Fig. 1: run 1, gate-type map
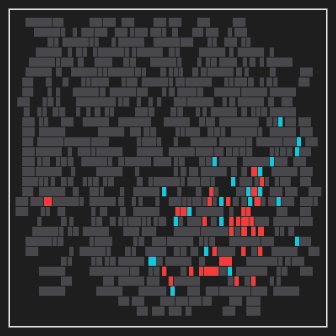
Fig. 2: run 1, clock wiring as the flow saved it
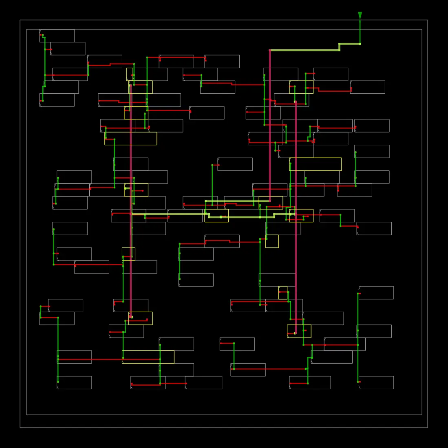
Fig. 3: run 1, PDN straps and rails
Pins as bars on the die edge.
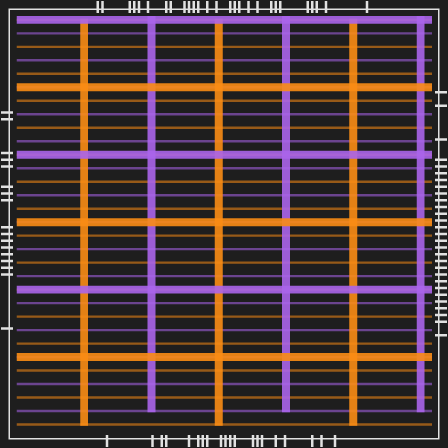
===== src/rtl/mem_exc_stage_pkg.sv =====
// Shared definitions for the memory-stage exception unit: access size
// encodings, default exception vectors, protection limits and the
// capture FSM state type.
// Optional feature macro: MEM_EXC_WRITE_PROTECT_EN (read-only window defaults).
package mem_exc_stage_pkg;

  localparam logic [1:0] SIZE_WORD = 2'b00;
  localparam logic [1:0] SIZE_HALF = 2'b01;
  localparam logic [1:0] SIZE_BYTE = 2'b10;
  localparam logic [1:0] SIZE_RSVD = 2'b11;  // behaves as byte

  localparam logic [4:0]  VEC_MISALIGN_DEF = 5'b01011;
  localparam logic [4:0]  VEC_MEMORY_DEF   = 5'b01001;
  localparam logic [31:0] PROT_LIMIT_DEF   = 32'h0001_0000;

`ifdef MEM_EXC_WRITE_PROTECT_EN
  localparam logic [31:0] RO_BASE_DEF  = 32'h0001_0000;
  localparam logic [31:0] RO_LIMIT_DEF = 32'h0002_0000;
`endif

  typedef enum logic {
    CAP_IDLE    = 1'b0,
    CAP_PENDING = 1'b1
  } cap_state_e;

endpackage


===== src/rtl/mem_exc_detect.sv =====
// Combinational data-access fault detection and vector resolution.
// Execute-stage vectors above VEC_MISALIGN outrank local faults; otherwise
// misalignment, then protection, then the execute vector.
// Optional feature macro: MEM_EXC_WRITE_PROTECT_EN (user-write read-only window).
module mem_exc_detect
  import mem_exc_stage_pkg::*;
#(
  parameter int unsigned           ADDR_W       = 32,
  parameter int unsigned           VEC_W        = 5,
  parameter logic [ADDR_W-1:0]     PROT_LIMIT   = PROT_LIMIT_DEF,
  parameter logic [VEC_W-1:0]      VEC_MISALIGN = VEC_MISALIGN_DEF,
  parameter logic [VEC_W-1:0]      VEC_MEMORY   = VEC_MEMORY_DEF
`ifdef MEM_EXC_WRITE_PROTECT_EN
  ,
  parameter logic [ADDR_W-1:0]     RO_BASE      = RO_BASE_DEF,
  parameter logic [ADDR_W-1:0]     RO_LIMIT     = RO_LIMIT_DEF
`endif
) (
  input  logic              in_valid,
  input  logic [VEC_W-1:0]  vector_ex,
  input  logic [ADDR_W-1:0] data_address,
  input  logic [1:0]        size,
  input  logic              s_u,
  input  logic              memread,
  input  logic              memwrite,
  output logic [VEC_W-1:0]  vector_res
);

  logic check;
  logic misaligned;
  logic prot_fault;

  // Local fault detection, qualified by a valid memory access
  always_comb begin
    check      = in_valid & (memread | memwrite);
    misaligned = 1'b0;
    case (size)
      SIZE_WORD: misaligned = |data_address[1:0];
      SIZE_HALF: misaligned = data_address[0];
      default:   misaligned = 1'b0;
    endcase
    prot_fault = s_u & (data_address < PROT_LIMIT);
`ifdef MEM_EXC_WRITE_PROTECT_EN
    prot_fault = prot_fault |
                 (s_u & memwrite & (data_address >= RO_BASE) & (data_address < RO_LIMIT));
`endif
  end

  // Priority resolution; an empty slot carries no vector
  always_comb begin
    vector_res = '0;
    if (in_valid) begin
      if (vector_ex > VEC_MISALIGN)     vector_res = vector_ex;
      else if (check && misaligned)     vector_res = VEC_MISALIGN;
      else if (check && prot_fault)     vector_res = VEC_MEMORY;
      else                              vector_res = vector_ex;
    end
  end

endmodule


===== src/rtl/mem_exc_stage.sv =====
// Memory-stage exception unit: EX/MEM -> MEM/WB stage register with
// stall/flush, plus a sticky first-fault capture FSM with req/ack handshake.
// Optional feature macro: MEM_EXC_WRITE_PROTECT_EN (adds RO_BASE/RO_LIMIT).
module mem_exc_stage
  import mem_exc_stage_pkg::*;
#(
  parameter int unsigned           ADDR_W       = 32,
  parameter int unsigned           VEC_W        = 5,
  parameter logic [ADDR_W-1:0]     PROT_LIMIT   = PROT_LIMIT_DEF,
  parameter logic [VEC_W-1:0]      VEC_MISALIGN = VEC_MISALIGN_DEF,
  parameter logic [VEC_W-1:0]      VEC_MEMORY   = VEC_MEMORY_DEF
`ifdef MEM_EXC_WRITE_PROTECT_EN
  ,
  parameter logic [ADDR_W-1:0]     RO_BASE      = RO_BASE_DEF,
  parameter logic [ADDR_W-1:0]     RO_LIMIT     = RO_LIMIT_DEF
`endif
) (
  input  logic              clk,
  input  logic              rst_n,
  input  logic              in_valid,
  input  logic [VEC_W-1:0]  vector_ex,
  input  logic [ADDR_W-1:0] data_address,
  input  logic [1:0]        size,
  input  logic              s_u,
  input  logic              memread,
  input  logic              memwrite,
  input  logic              stall,
  input  logic              flush,
  output logic              out_valid,
  output logic [VEC_W-1:0]  vector_mem,
  output logic              exc_req,
  output logic [VEC_W-1:0]  exc_vector,
  output logic [ADDR_W-1:0] exc_addr,
  output logic              exc_overrun,
  input  logic              exc_ack
);

  logic [VEC_W-1:0]  vector_res;

  logic              out_valid_q,   out_valid_d;
  logic [VEC_W-1:0]  vector_mem_q,  vector_mem_d;
  logic [ADDR_W-1:0] addr_q,        addr_d;
  logic              loaded_q,      loaded_d;
  cap_state_e        state_q,       state_d;
  logic [VEC_W-1:0]  exc_vector_q,  exc_vector_d;
  logic [ADDR_W-1:0] exc_addr_q,    exc_addr_d;
  logic              exc_overrun_q, exc_overrun_d;
  logic              fault;

  mem_exc_detect #(
    .ADDR_W       (ADDR_W),
    .VEC_W        (VEC_W),
    .PROT_LIMIT   (PROT_LIMIT),
    .VEC_MISALIGN (VEC_MISALIGN),
    .VEC_MEMORY   (VEC_MEMORY)
`ifdef MEM_EXC_WRITE_PROTECT_EN
    ,
    .RO_BASE      (RO_BASE),
    .RO_LIMIT     (RO_LIMIT)
`endif
  ) u_detect (
    .in_valid     (in_valid),
    .vector_ex    (vector_ex),
    .data_address (data_address),
    .size         (size),
    .s_u          (s_u),
    .memread      (memread),
    .memwrite     (memwrite),
    .vector_res   (vector_res)
  );

  // Stage register next state: flush beats stall; loaded_q marks a freshly
  // loaded slot so a held slot is never captured twice
  always_comb begin
    out_valid_d  = out_valid_q;
    vector_mem_d = vector_mem_q;
    addr_d       = addr_q;
    loaded_d     = 1'b0;
    if (flush) begin
      out_valid_d  = 1'b0;
      vector_mem_d = '0;
    end else if (!stall) begin
      out_valid_d  = in_valid;
      vector_mem_d = vector_res;
      addr_d       = data_address;
      loaded_d     = 1'b1;
    end
  end

  // Capture FSM: latch the first fault, flag overrun on a second one
  always_comb begin
    fault         = loaded_q & out_valid_q & (vector_mem_q != '0);
    state_d       = state_q;
    exc_vector_d  = exc_vector_q;
    exc_addr_d    = exc_addr_q;
    exc_overrun_d = exc_overrun_q;
    case (state_q)
      CAP_IDLE: begin
        if (fault) begin
          exc_vector_d = vector_mem_q;
          exc_addr_d   = addr_q;
          state_d      = CAP_PENDING;
        end
      end
      CAP_PENDING: begin
        if (exc_ack) begin
          if (fault) begin
            exc_vector_d = vector_mem_q;
            exc_addr_d   = addr_q;
          end else begin
            state_d = CAP_IDLE;
          end
        end else if (fault) begin
          exc_overrun_d = 1'b1;
        end
      end
      default: state_d = CAP_IDLE;
    endcase
  end

  // State registers with synchronous active-low reset
  always_ff @(posedge clk) begin
    if (!rst_n) begin
      out_valid_q   <= 1'b0;
      vector_mem_q  <= '0;
      addr_q        <= '0;
      loaded_q      <= 1'b0;
      state_q       <= CAP_IDLE;
      exc_vector_q  <= '0;
      exc_addr_q    <= '0;
      exc_overrun_q <= 1'b0;
    end else begin
      out_valid_q   <= out_valid_d;
      vector_mem_q  <= vector_mem_d;
      addr_q        <= addr_d;
      loaded_q      <= loaded_d;
      state_q       <= state_d;
      exc_vector_q  <= exc_vector_d;
      exc_addr_q    <= exc_addr_d;
      exc_overrun_q <= exc_overrun_d;
    end
  end

  assign out_valid   = out_valid_q;
  assign vector_mem  = vector_mem_q;
  assign exc_req     = (state_q == CAP_PENDING);
  assign exc_vector  = exc_vector_q;
  assign exc_addr    = exc_addr_q;
  assign exc_overrun = exc_overrun_q;

endmodule


===== config.mk =====
export PLATFORM = sky130hd
export DESIGN_NAME = mem_exc_stage
export DESIGN_NICKNAME = d
export VERILOG_FILES = /design/src/rtl/mem_exc_stage_pkg.sv /design/src/rtl/mem_exc_detect.sv /design/src/rtl/mem_exc_stage.sv
export SDC_FILE = /design/constraint.sdc
export NUM_CORES = 1
export LEC_CHECK = 0
export ABC_AREA = 1
export CAP_MARGIN = 20
export CORE_UTILIZATION = 41
export CTS_CLUSTER_DIAMETER = 60
export CTS_CLUSTER_SIZE = 12
export DETAILED_ROUTE_END_ITERATION = 8
export GPL_TIMING_DRIVEN = 0
export HOLD_SLACK_MARGIN = 0.03
export PLACE_DENSITY = 0.76
export SYNTH_ARGS = -nofsm -noshare
export SYNTH_HDL_FRONTEND = slang
export SYNTH_SLANG_ARGS = --single-unit
export TNS_END_PERCENT = 10

===== constraint.sdc =====
create_clock -name clk -period 1.39 [get_ports clk]
set_clock_uncertainty 0.2 [all_clocks]
set_input_delay 0.139 -clock clk [delete_from_list [all_inputs] [get_ports clk]]
set_output_delay 0.139 -clock clk [all_outputs]
set_load 0.02 [all_outputs]

==> flow_summary.ini, run 1 <==
; generated from flow reports
[run_status]
status = finished with violations
violations = negative setup slack

[sta]
fin_crit_sh_pct = 108
worst_pin_slew_ps = 515
max_freq_ghz = 0.663
maxSlewHeadroom_pct = 65.7
finalSetupViolations = 38
fin_ws_ps = -118

[grt]
grt_overflow = 0
grt_max_degree = 14

[synth]
synthCells = 385
yosysUniqueCellTypes = 21

[floorplan]
pin_count = 93
fp_util_pct = 42.7

[pwr]
combPwrFrac_pct = 8.3
power.internal_uw = 3680

[job]
cap_violations = 0

[routing]
initialDrtViolationCount = 97

[clock_network]
cts_setup_buffers = 0

[critical_path]
critPathMostFrequentCell = buf_6
cp_data_arrival_time_ps = 1560
critical-path-slowest-cell = dfxtp_4
## Picture notes: Fig. 1
NAND gates -> red  # cells 32, most used nand2_1
inverters -> cyan  # cells 21, most used inv_1
highest-count logic cell in the final layout: nor2_1
fraction of area in multi-input gates: 27.9%
Non-Filler Instances: 595

## Picture notes: Fig. 2
Num CTS Buffers: 9
flip-flops: 78
clock sink count: 78
clk_buf instances: 10

## Picture notes: Fig. 3
VSS -> orange
VDD -> purple
signal pins = 93
met4 straps = 6
met5 straps = 6
rows = 30
met1 rails = 31

run 1: layout make-up:
cell class | count | area (um^2)
tap | 96 | 120
timing repair buffer | 98 | 943
multi-input combinational | 264 | 1200
clock inverter | 6 | 110
buffer | 22 | 150
inverter | 21 | 81.3
fill | 636 | 2520
clock buffer | 10 | 128
sequential | 78 | 1580
run 1: synthesized netlist by cell type (all sizes together):
cell type | count | share of area (%)
buf | 12 | 3.3
o21ai | 69 | 12
dfxtp | 78 | 54
o21bai | 1 | 0.26
nand3 | 7 | 1.4
o21a | 1 | 0.26
nor2 | 143 | 18
a21oi | 16 | 3.1
nor3 | 1 | 0.17
clkbuf | 10 | 1.3
nand2 | 24 | 3.2
inv | 21 | 2.7
nand4 | 1 | 0.21
or2 | 1 | 0.21
run 1: stage by stage:
| stage | hold slack (ps) | setup TNS (ps) | setup slack (ps) | cells |
|---|---|---|---|---|
| 2_1_floorplan | 66.6 | -341 | -11.7 | 385 |
| 3_3_place_gp | 201 | -23650 | -443 | 572 |
| 3_5_place_dp | 206 | -25530 | -469 | 572 |
| 4_1_cts | 24.7 | -2440 | -131 | 589 |
| 5_1_grt | 41.8 | -5200 | -170 | 595 |
| 6_report | 23.4 | -2660 | -118 | 595 |
run 1: final timing paths:
check | endpoint | slack (ps) | cells past startpoint
worst min-delay path | addr_q[19] | 20 | 5
worst min register to register | exc_overrun | 270 | 1
worst max register to register | exc_addr[16] | -120 | 8
worst max-delay path | exc_addr[16] | -120 | 8
run 1: worst min-delay path, delay by kind of cell:
kind	cells	cell delay (ps)
buf+inv	2	220
simple gates	3	180
run 1: kinds of logic after synthesis:
group	after synthesis	synth area share, %
AND-OR/OR-AND	87	15.5
AND/OR/NAND/NOR	177	23.6
buffers and inverters	43	7.34
flip-flops	78	53.6
--- run 2 (diff from run 1) ---
Settings changed: CORE_UTILIZATION 41 to 40, PLACE_DENSITY 0.76 to 0.74.
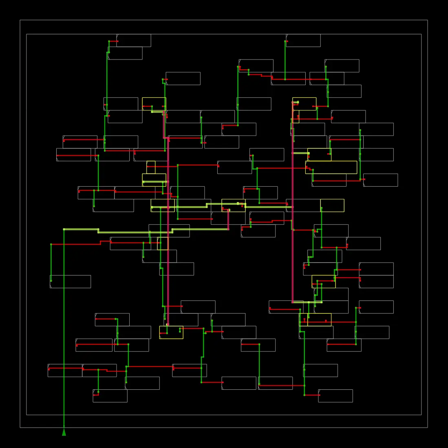
Fig. 4. Clock wiring as the flow saved it (run 2).
Clock Latency Late Sink: 350 ps
clk_buf instances: 11

==> flow_summary.ini, run 2 <==
; generated from flow reports
[synth]
area_leaders = dfxtp_1, nor2_1, o21ai_0
top_cells_by_count = nor2_1, dfxtp_1, o21ai_0, nand2_1, o21ai_1
synth.largest_area_cell = dfxtp_1
synth-edff-count = 0
async_reset_ff_share_pct = 0
synthCells = 385
yosysUniqueCellTypes = 21
yosys_area_um2 = 2910
synth_top_cell_by_count = nor2_1

[run_status]
violations = negative setup slack
status = finished with violations

[layout]
fill_cells = 651
ff_latch_area_um2 = 1580
layout_top_cell = nor2_1
logic_area_um2 = 1200

[grt]
grt_max_degree = 13
grt_overflow = 0

[job]
cap_violations = 0

[pwr]
p_per_area_nw_per_um2 = 1020
combPwrFrac_pct = 9.0
power.internal_uw = 3360

[clock_network]
ctsHoldBuffers = 1
clkSinkCount = 78
cts_buffers = 9

[floorplan]
fp_util_pct = 42.2
pin_count = 93
chip_area_um2 = 7630

[sta]
max_freq_ghz = 0.656
finalSetupViolations = 37
hold_slack_ps = 20.1
maxSlewHeadroom_pct = 65.7
worst_pin_slew_ps = 514
fin_ws_ps = -135
fin_crit_sh_pct = 110

[critical_path]
ff2ff_setup_slack_ps = -130
cp_data_arrival_time_ps = 1570

[routing]
vias = 2958

[place]
dpl_worst_slack_ps = -447
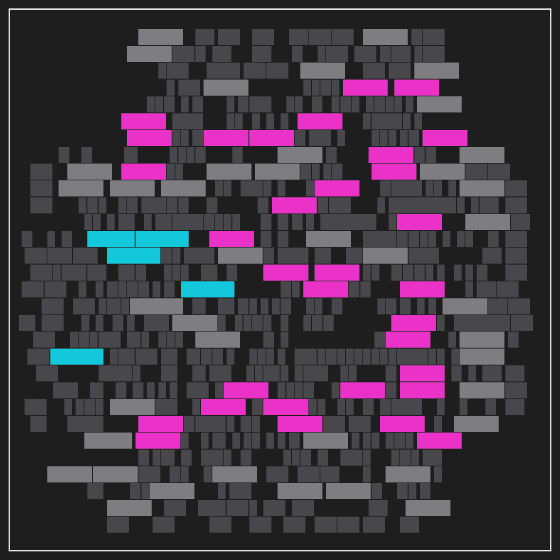
Fig. 5. Sequential cells colored by netlist name (run 2).
Other sequential cells in the stronger gray, the rest of the logic in the fainter gray.
`addr_q` -> magenta  # flops 32
`vector_mem` -> cyan  # flops 5, where left middle
not colored = 41
flop share of the area: 36.9%
sequential power: 2330 uW

run 2: cell counts after synthesis:
Identical to the previous run, type by type.
run 2: critical path: stages (launching register included):
cell and delay, ps:
dfxtp_4 350, nor2_2 120, nand3_2 110, nand2_4 100
a21oi_4 50, buf_8 150, buf_8 130, o21ai_1 130
nor2_1 60
run 2: kinds of logic after synthesis:
kind of cell | Yosys count | share of synthesized area [%]
simple gates | 177 | 23.6
buf+inv | 43 | 7.34
compound gates | 87 | 15.5
flops | 78 | 53.6
run 2: layer usage:
layer | vias to the layer above | track usage (%)
met2 | 89 | 35.6
met1 | 1398 | 28.1
met3 | 20 | 3.70
met4 | 0 | 10.9
met5 | - | 0
li1 | 1451 | -
run 2: final timing paths:
path | from | to | cells past startpoint
max reg2reg | vector_mem[1] | exc_addr[7] | 8
min | stall | addr_q[25] | 5
max | vector_mem[1] | exc_addr[7] | 8
min reg2reg | exc_vector[4] | exc_vector[4] | 2
run 2: through the flow:
stage	power (uW)	setup TNS, ps	instances
floorplan	2540	-341	385
global placement	2740	-20900	572
detailed placement	2750	-22160	572
CTS	4380	-2960	588
global route	4560	-7420	597
finish	4370	-3720	597
run 2: layout make-up:
| cell class | count | area share [%] |
|---|---|---|
| clock buffer | 11 | 3.29 |
| buffer | 22 | 3.64 |
| sequential | 78 | 36.9 |
| clock inverter | 4 | 1.08 |
| tap | 96 | 2.80 |
| multi-input combinational | 264 | 27.9 |
| inverter | 21 | 1.89 |
| timing repair buffer | 101 | 22.6 |
run 2: timing repair:
| item | 4_1_cts | 5_1_grt |
|---|---|---|
| resized | 60 | 68 |
| endpoints found under the setup margin | 89 | 102 |
| cloned | 0 | 3 |
| pin swaps | 0 | 4 |
| hold endpoints to repair | 6 | 2 |
| buffers inserted | 0 | 6 |
--- run 3 (diff from run 2) ---
Settings changed: CORE_ASPECT_RATIO from default to 0.5, GPL_TIMING_DRIVEN 0 to default, SETUP_SLACK_MARGIN from default to 0.15.
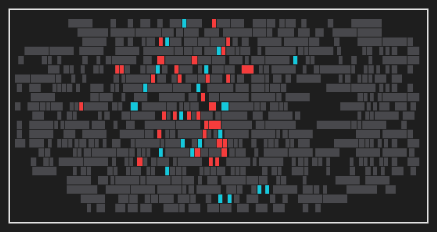
Fig. 6. Gate-type map (run 3).
Non-Filler Instances: 608
fraction of area in multi-input gates: 27.5%

==> flow_summary.ini, run 3 <==
; generated from flow reports
[sta]
fin_ws_ps = -111
setup-tns-final_ps = -2360
finalSetupViolations = 37
max_freq_ghz = 0.666
worst_pin_slew_ps = 219

[synth]
yosysUniqueCellTypes = 21
flop_cell = dfxtp_1
top_cells_by_count = nor2_1, dfxtp_1, o21ai_0, nand2_1, o21ai_1
area_leaders = dfxtp_1, nor2_1, o21ai_0
synth.largest_area_cell = dfxtp_1

[routing]
initialDrtViolationCount = 174

[critical_path]
critical-path-slowest-cell = dfxtp_4
crit_chain = nor2_2 > nand3_2 > nand2_2 > a21oi_4 > buf_6 > clkbuf_16 > o21ai_2 > nor2_1
ff2ff_path_depth = 8

[layout]
fill_cells = 597

[pwr]
p_per_area_nw_per_um2 = 1070
total_power_uw = 4900

[floorplan]
chip_area_um2 = 7650

[run_status]
status = finished with violations
violations = negative setup slack

[grt]
grt_overflow = 0
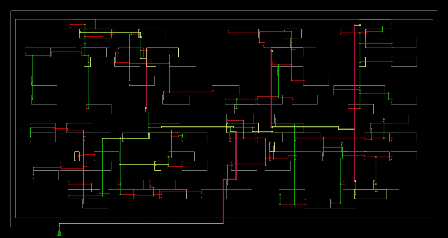
Fig. 7. Clock wiring as the flow saved it (run 3).
clk_buf instances: 12
P_clk: 2110 uW
Clock Latency Late Sink: 340 ps

-- run 3: how the worst max path moves through the flow --
stage	slack (ps)	depth (start not counted)	endpoint	from
3_5_place_dp	-230	6	exc_vector[0]	exc_ack
2_1_floorplan	-10	8	exc_addr[10]	vector_mem[2]
3_3_place_gp	-230	7	exc_addr[31]	exc_ack
4_1_cts	-60	8	exc_addr[31]	vector_mem[2]
5_1_grt	-190	8	exc_vector[1]	vector_mem[3]
6_report	-110	8	exc_addr[11]	vector_mem[2]
-- run 3: worst max-delay path: cells and delay by family (launching register included) --
kind / cells / cell delay [ps]
buffers and inverters: 2 / 310
DFF: 1 / 340
AOI/OAI and AO/OA: 2 / 180
and+or+nand+nor: 4 / 360
-- run 3: timing repair --
action                     CTS  global route
hold endpoints to repair     5             5
gates resized              212            48
gates cloned                 1             1
pin swaps                    5            17
hold buffers                 3             5
setup endpoints to repair   91            69
setup buffers                4             0
-- run 3: final cells by class --
class                   instances  share of cell area (%)
clock inverters                 4                   0.494
flip-flops and latches         78                    34.5
multi-input cells             264                    27.5
clock buffers                  12                    5.40
repair buffers                137                    27.7
inverters                      21                    1.84
well taps                      92                    2.52
-- run 3: cells by family after synthesis --
family	Yosys count	share of synthesized area [%]
and+or+nand+nor	177	23.6
AOI/OAI and AO/OA	87	15.5
DFF	78	53.6
buffers and inverters	43	7.34
-- run 3: layer usage --
| metal | GRT usage, % | vias to the layer above |
|---|---|---|
| met3 | 5.79 | 15 |
| met4 | 9.60 | 0 |
| met5 | 0 | - |
| met1 | 27.4 | 1393 |
| met2 | 34.6 | 97 |
| li1 | - | 1477 |
-- run 3: power by group --
part / leakage, uW / switching (uW) / internal [uW]
clock: 0.000132 / 861 / 1250
sequential: 0.000639 / 34.6 / 2300
combinational: 0.00147 / 214 / 239

==> layout pictures side by side <==
Signal wires on met1.
Supply wires on this layer in gray.
shot_01.png
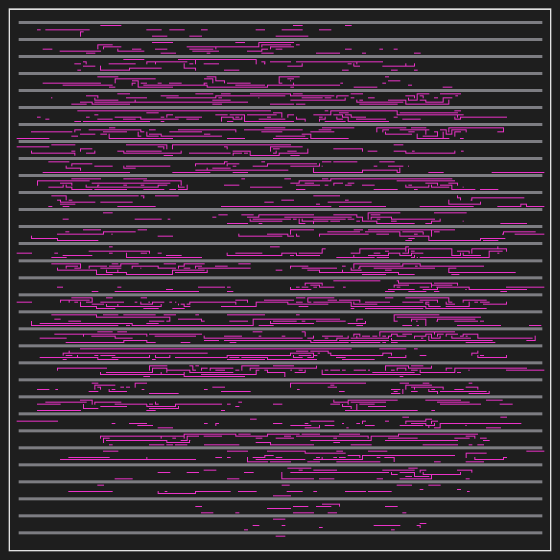
shot_02.png
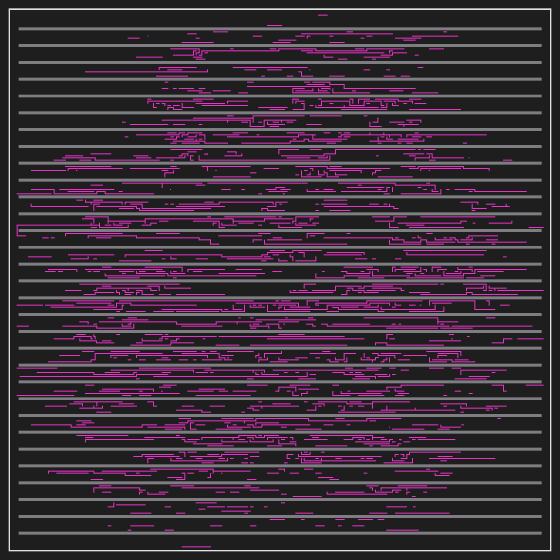
shot_03.png
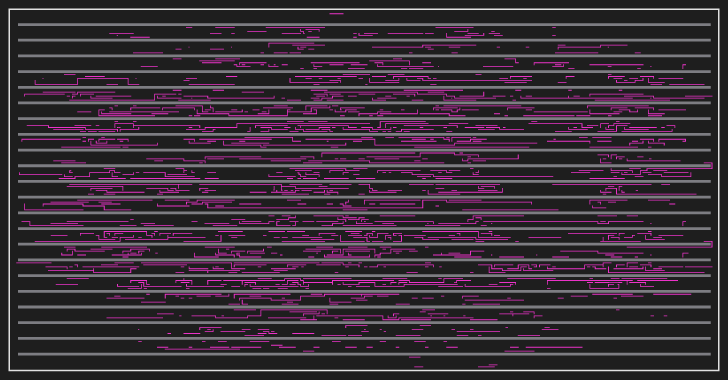
| from | picture |
|---|---|
| run 2 | shot_02.png |
| run 3 | shot_03.png |
| run 1 | shot_01.png |

Key to shot_03.png:
nets with wire on the layer = 513
longest straight run = 37.3 um
share of all routed wire = 44%

No activity file was given, so power comes from the tool's default toggle rates.
